File: config.mk
export PLATFORM = sky130hd
export DESIGN_NAME = fetch_unit
export DESIGN_NICKNAME = d
export VERILOG_FILES = /design/src/rtl/fetch_unit.sv
export SDC_FILE = /design/constraint.sdc
export NUM_CORES = 1
export LEC_CHECK = 0
export CORE_ASPECT_RATIO = 1.1
export CORE_UTILIZATION = 40
export CTS_BUF_LIST = sky130_fd_sc_hd__clkbuf_2 sky130_fd_sc_hd__clkbuf_4 sky130_fd_sc_hd__clkbuf_8
export CTS_CLUSTER_SIZE = 12
export DETAILED_ROUTE_END_ITERATION = 6
export HOLD_SLACK_MARGIN = 0.1
export PLACE_DENSITY = 0.68
export SYNTH_ARGS = -nofsm -noshare
export SYNTH_HDL_FRONTEND = slang
export SYNTH_SLANG_ARGS = --single-unit
File: constraint.sdc
create_clock -name clk -period 3.6 [get_ports clk]
set_clock_uncertainty 0.05 [all_clocks]
set_input_delay 0.9 -clock clk [delete_from_list [all_inputs] [get_ports clk]]
set_output_delay 0.9 -clock clk [all_outputs]
set_load 0.02 [all_outputs]
File: src/rtl/fetch_unit.sv
// Instruction-fetch stage: owns the fetch PC, issues one outstanding word request
// at a time, and feeds IF/ID through an output register backed by a one-entry skid.
module fetch_unit #(
  parameter logic [31:0] RESET_PC  = 32'h0000_0000,
  parameter logic [31:0] NOP_INSTR = 32'h0000_0013
) (
  input  logic        clk,
  input  logic        reset,
  input  logic        StallF,
  input  logic        PCSrcE,
  input  logic [31:0] PCTargetE,
  output logic        ImemReqValid,
  output logic [31:0] ImemAddr,
  input  logic        ImemReqReady,
  input  logic        ImemRespValid,
  input  logic [31:0] ImemRespData,
  output logic [31:0] InstrF,
  output logic [31:0] PCF,
  output logic [31:0] PCPlus4F,
  output logic        ValidF
);

  typedef enum logic [1:0] {REQ, WAIT, HOLD, DROP} state_t;

  state_t      state, state_n;
  logic [31:0] fpc, fpc_n;
  logic [31:0] pend_pc, pend_n;
  logic [31:0] skid_instr, skid_pc;
  logic        skid_ld, out_ld, out_from_skid, flush;
  logic [31:0] ld_pc, ld_instr;

  // Target is word-aligned by construction; the low bits carry no information.
  logic unused_tgt;
  assign unused_tgt = &{1'b0, PCTargetE[1:0]};

  assign ImemReqValid = (state == REQ);
  assign ImemAddr     = fpc;
  assign ld_pc        = out_from_skid ? skid_pc : pend_pc;
  assign ld_instr     = out_from_skid ? skid_instr : ImemRespData;

  always_comb begin
    state_n       = state;
    fpc_n         = fpc;
    pend_n        = pend_pc;
    skid_ld       = 1'b0;
    out_ld        = 1'b0;
    out_from_skid = 1'b0;
    flush         = !StallF;
    if (PCSrcE) begin
      fpc_n = {PCTargetE[31:2], 2'b00};
      flush = 1'b1;
      case (state)
        REQ:       if (ImemReqReady) state_n = DROP;
        WAIT, DROP: state_n = ImemRespValid ? REQ : DROP;
        default:   state_n = REQ;
      endcase
    end else begin
      case (state)
        REQ: if (ImemReqReady) begin
          pend_n  = fpc;
          fpc_n   = fpc + 32'd4;
          state_n = WAIT;
        end
        WAIT: if (ImemRespValid) begin
          // Output slot free (or draining this edge): load directly, else park in skid.
          if (!StallF || !ValidF) begin
            out_ld  = 1'b1;
            state_n = REQ;
          end else begin
            skid_ld = 1'b1;
            state_n = HOLD;
          end
        end
        HOLD: if (!StallF) begin
          out_ld        = 1'b1;
          out_from_skid = 1'b1;
          state_n       = REQ;
        end
        default: if (ImemRespValid) state_n = REQ;
      endcase
    end
  end

  always_ff @(posedge clk or negedge reset) begin
    if (!reset) begin
      state      <= REQ;
      fpc        <= RESET_PC;
      pend_pc    <= '0;
      skid_instr <= '0;
      skid_pc    <= '0;
    end else begin
      state   <= state_n;
      fpc     <= fpc_n;
      pend_pc <= pend_n;
      if (skid_ld) begin
        skid_instr <= ImemRespData;
        skid_pc    <= pend_pc;
      end
    end
  end

  // PCF/PCPlus4F are only rewritten on a load; a flush clears just ValidF/InstrF.
  always_ff @(posedge clk or negedge reset) begin
    if (!reset) begin
      InstrF   <= NOP_INSTR;
      PCF      <= '0;
      PCPlus4F <= '0;
      ValidF   <= 1'b0;
    end else if (out_ld) begin
      InstrF   <= ld_instr;
      PCF      <= ld_pc;
      PCPlus4F <= ld_pc + 32'd4;
      ValidF   <= 1'b1;
    end else if (flush) begin
      InstrF <= NOP_INSTR;
      ValidF <= 1'b0;
    end
  end

endmodule

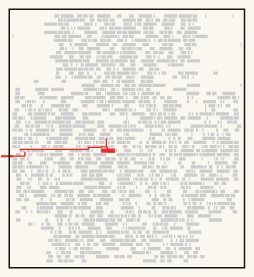
Figure 1: I/O nets highlighted.
(1.5 px per um)
| color | port | bits | direction | end cells | buffers | wire |
|---|---|---|---|---|---|---|
| red | ValidF | 1 | output | 1 | 1 | 86.6 um |
Port-buffer cells: 191
Boundary Pins: 200

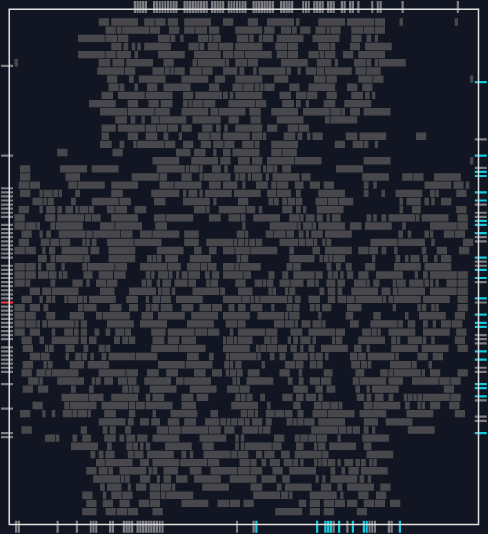
Figure 2: pin map.
(3 px per um) Pins as bars across the die edge, other pins in gray.
| color | port | pins | direction | edge |
|---|---|---|---|---|
| red | ValidF | 1 | output | left |
| cyan | PCPlus4F | 32 | output | 22 right, 10 bottom |

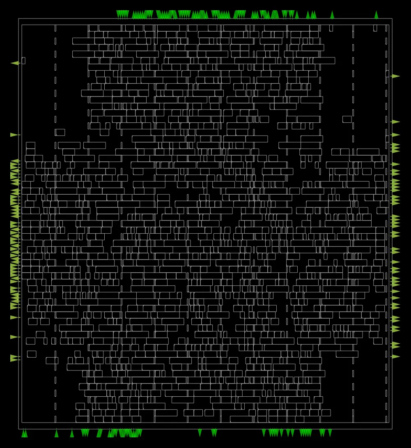
Figure 3: placement view.
# fillers: 2295
FP Rows: 61
sequential cell area share: 39.8%

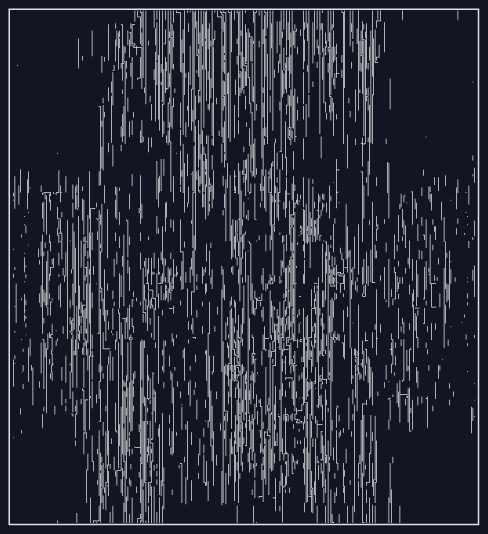
Figure 4: signal wires on met2.
(3 px per um)
wire length on this layer: 12600 um
share of all routed wire: 46%
main direction: vertical
Final Routed Wirelength: 27600 um
detailed-route via count: 8220
met2 track demand over resource in global routing: 31.9%

## power breakdown
group	total, W	switching, W	internal [W]	leakage (nW)
Combinational	0.00355	0.00183	0.00172	2.82
Clock	0.00223	0.000971	0.00126	0.408
Sequential	0.00411	0.000814	0.00329	2.81
## how the worst min path moves through the flow
stage,depth (start not counted),end,slack (ps)
after CTS,1,ImemAddr[20],290
after global placement,2,InstrF[4],400
after detailed placement,2,InstrF[0],400
after floorplan,1,skid_pc[30],430
final,1,ImemAddr[21],300
after global routing,1,ImemAddr[20],330
## through the flow
step           hold slack [ps]  TNS [ps]  utilization (%)
2_1_floorplan              427         0                -
3_3_place_gp               403         0             50.8
3_5_place_dp               403     -2.83             50.8
4_1_cts                    291         0             53.7
5_1_grt                    327         0             53.7
6_report                   305         0             53.7
==> flow_summary_export.csv <==
group,metric,value,unit
synthesis,yosys.area_share.adder,0.600,%
worst_hold_path,min-delay-path-class,"in2async",
synthesis,synth-main-ff-cell,"sky130_fd_sc_hd__dfrtp_1",
global_route,first_global_vias,7999,
global_route,grt_pass1_wl,43800,um
critical_path,worstPathBufferInverterCount,1,
synthesis,mappedNetlistArea,10400,sq um
layout,finalNetCount,1270,
place,final_weighted_congestion_in_routability_driven_placement,0.883,
layout,antenna-diode-count,0,
layout,buffers,224,
layout,final_area,13600,sq um
sta,final.min_clock_period,3060,ps
critical_path,critical_path.endpoint_type,"flip-flop",
clock_network,post_cts.repair.setup_buffers,0,
clock_network,cts_tree,"yes",
critical_path,timing.critical_path.arrival,3430,ps
layout,flop_area,5430,sq um
synthesis,synthesized_netlist_cell_count,987,
synthesis,synth.comb.largest_family,"multiplexers",
clock_network,post_cts_hold_buffer_count,0,
global_route,antenna_found_initial,0,
layout,reg_top3,"InstrF (32), skid_instr (32)",
critical_path,worstSetupStartpoint,"StallF",
detailed_routing,wl_met3,1330,um
critical_path,worst_setup_path_endpoint,"PCPlus4F[26]",
layout,layout.cells.most_common,"sky130_fd_sc_hd__dfrtp_1",
synthesis,synthesis.yosys.warnings,0,
pwr,finalPower,0.00989,W
synthesis,synth.cellmix.xorXnorShare,4.12,%
synthesis,ys_ff,217,
synthesis,ys_top_cells_by_count,"214 x sky130_fd_sc_hd__dfrtp_1, 169 x sky130_fd_sc_hd__nand2_1, 100 x sky130_fd_sc_hd__o21ai_0",
layout,areaGrowthSynthToFinish,31.0,%
clock_network,h-tree-depth,2,
critical_path,timing.critical_path.depth,10,
synthesis,synthMostInstantiatedCell,"sky130_fd_sc_hd__dfrtp_1",
synthesis,synthDominantCellAreaShare,51.4,%
layout,layout.clock.cell_area_share,5.48,%
sta,finalSetupViolations,0,
global_route,groute.layer.met3.usage,3.28,%
place,pre_cts_ws,-2.83,ps
floorplanning,fp_util,41.0,%
layout,number_of_multi_input_combinational_cells_in_the_layout,703,
synthesis,synth_simple_gate_area_share,14.8,%
synthesis,yosys-top-cells-area,"sky130_fd_sc_hd__dfrtp_1 51%, sky130_fd_sc_hd__mux2_2 10%, sky130_fd_sc_hd__nand2_1 6.1%",
critical_path,cpLargestDelayFamily,"simple AND/OR/NAND/NOR gates",
global_route,global_route.usage.met1,30.1,%
global_route,grt-ovfl-total,0,
layout,drive_gt1_share,17.6,%
floorplanning,die_h,171,um
detailed_routing,avgRoutedWirePerCell,17.6,um
critical_path,reg2reg_slack,650,ps
sta,slew_viol_final,0,
critical_path,worst_r2r_endpoint,"PCPlus4F[26]",
place,dpl.hpwl,19600,um
synthesis,yosys.area_share.aoi,9.73,%
critical_path,timing.rr.start,"state[0]",
detailed_routing,post_drt_via_cell_ratio,5.25,
sta,rsz_0062_raised_after_global_routing,"false",
synthesis,count_of_library_flops_with_an_enable_pin,0,
clock_network,clk_pin_slew_worst_paths,60,ps
detailed_routing,first_pass_iters,6,
synthesis,postSynthSeqShare,52.1,%
layout,final_cells,1567,
floorplanning,chip_area,26700,sq um
clock_network,post_cts_resized,0,
synthesis,largest_area_cell,"sky130_fd_sc_hd__dfrtp_1",
clock_network,ctsLongestPathBuffers,3,
critical_path,setup.worst_path.class,"in2reg",
sta,finalClockPeriodUsage,85.1,%
outcome,outcome,"finished, final reports clean",
sta,maxSlewHeadroom,53.1,%
floorplanning,tapcells_inserted,346,
Power and IR drop assume default switching activity.
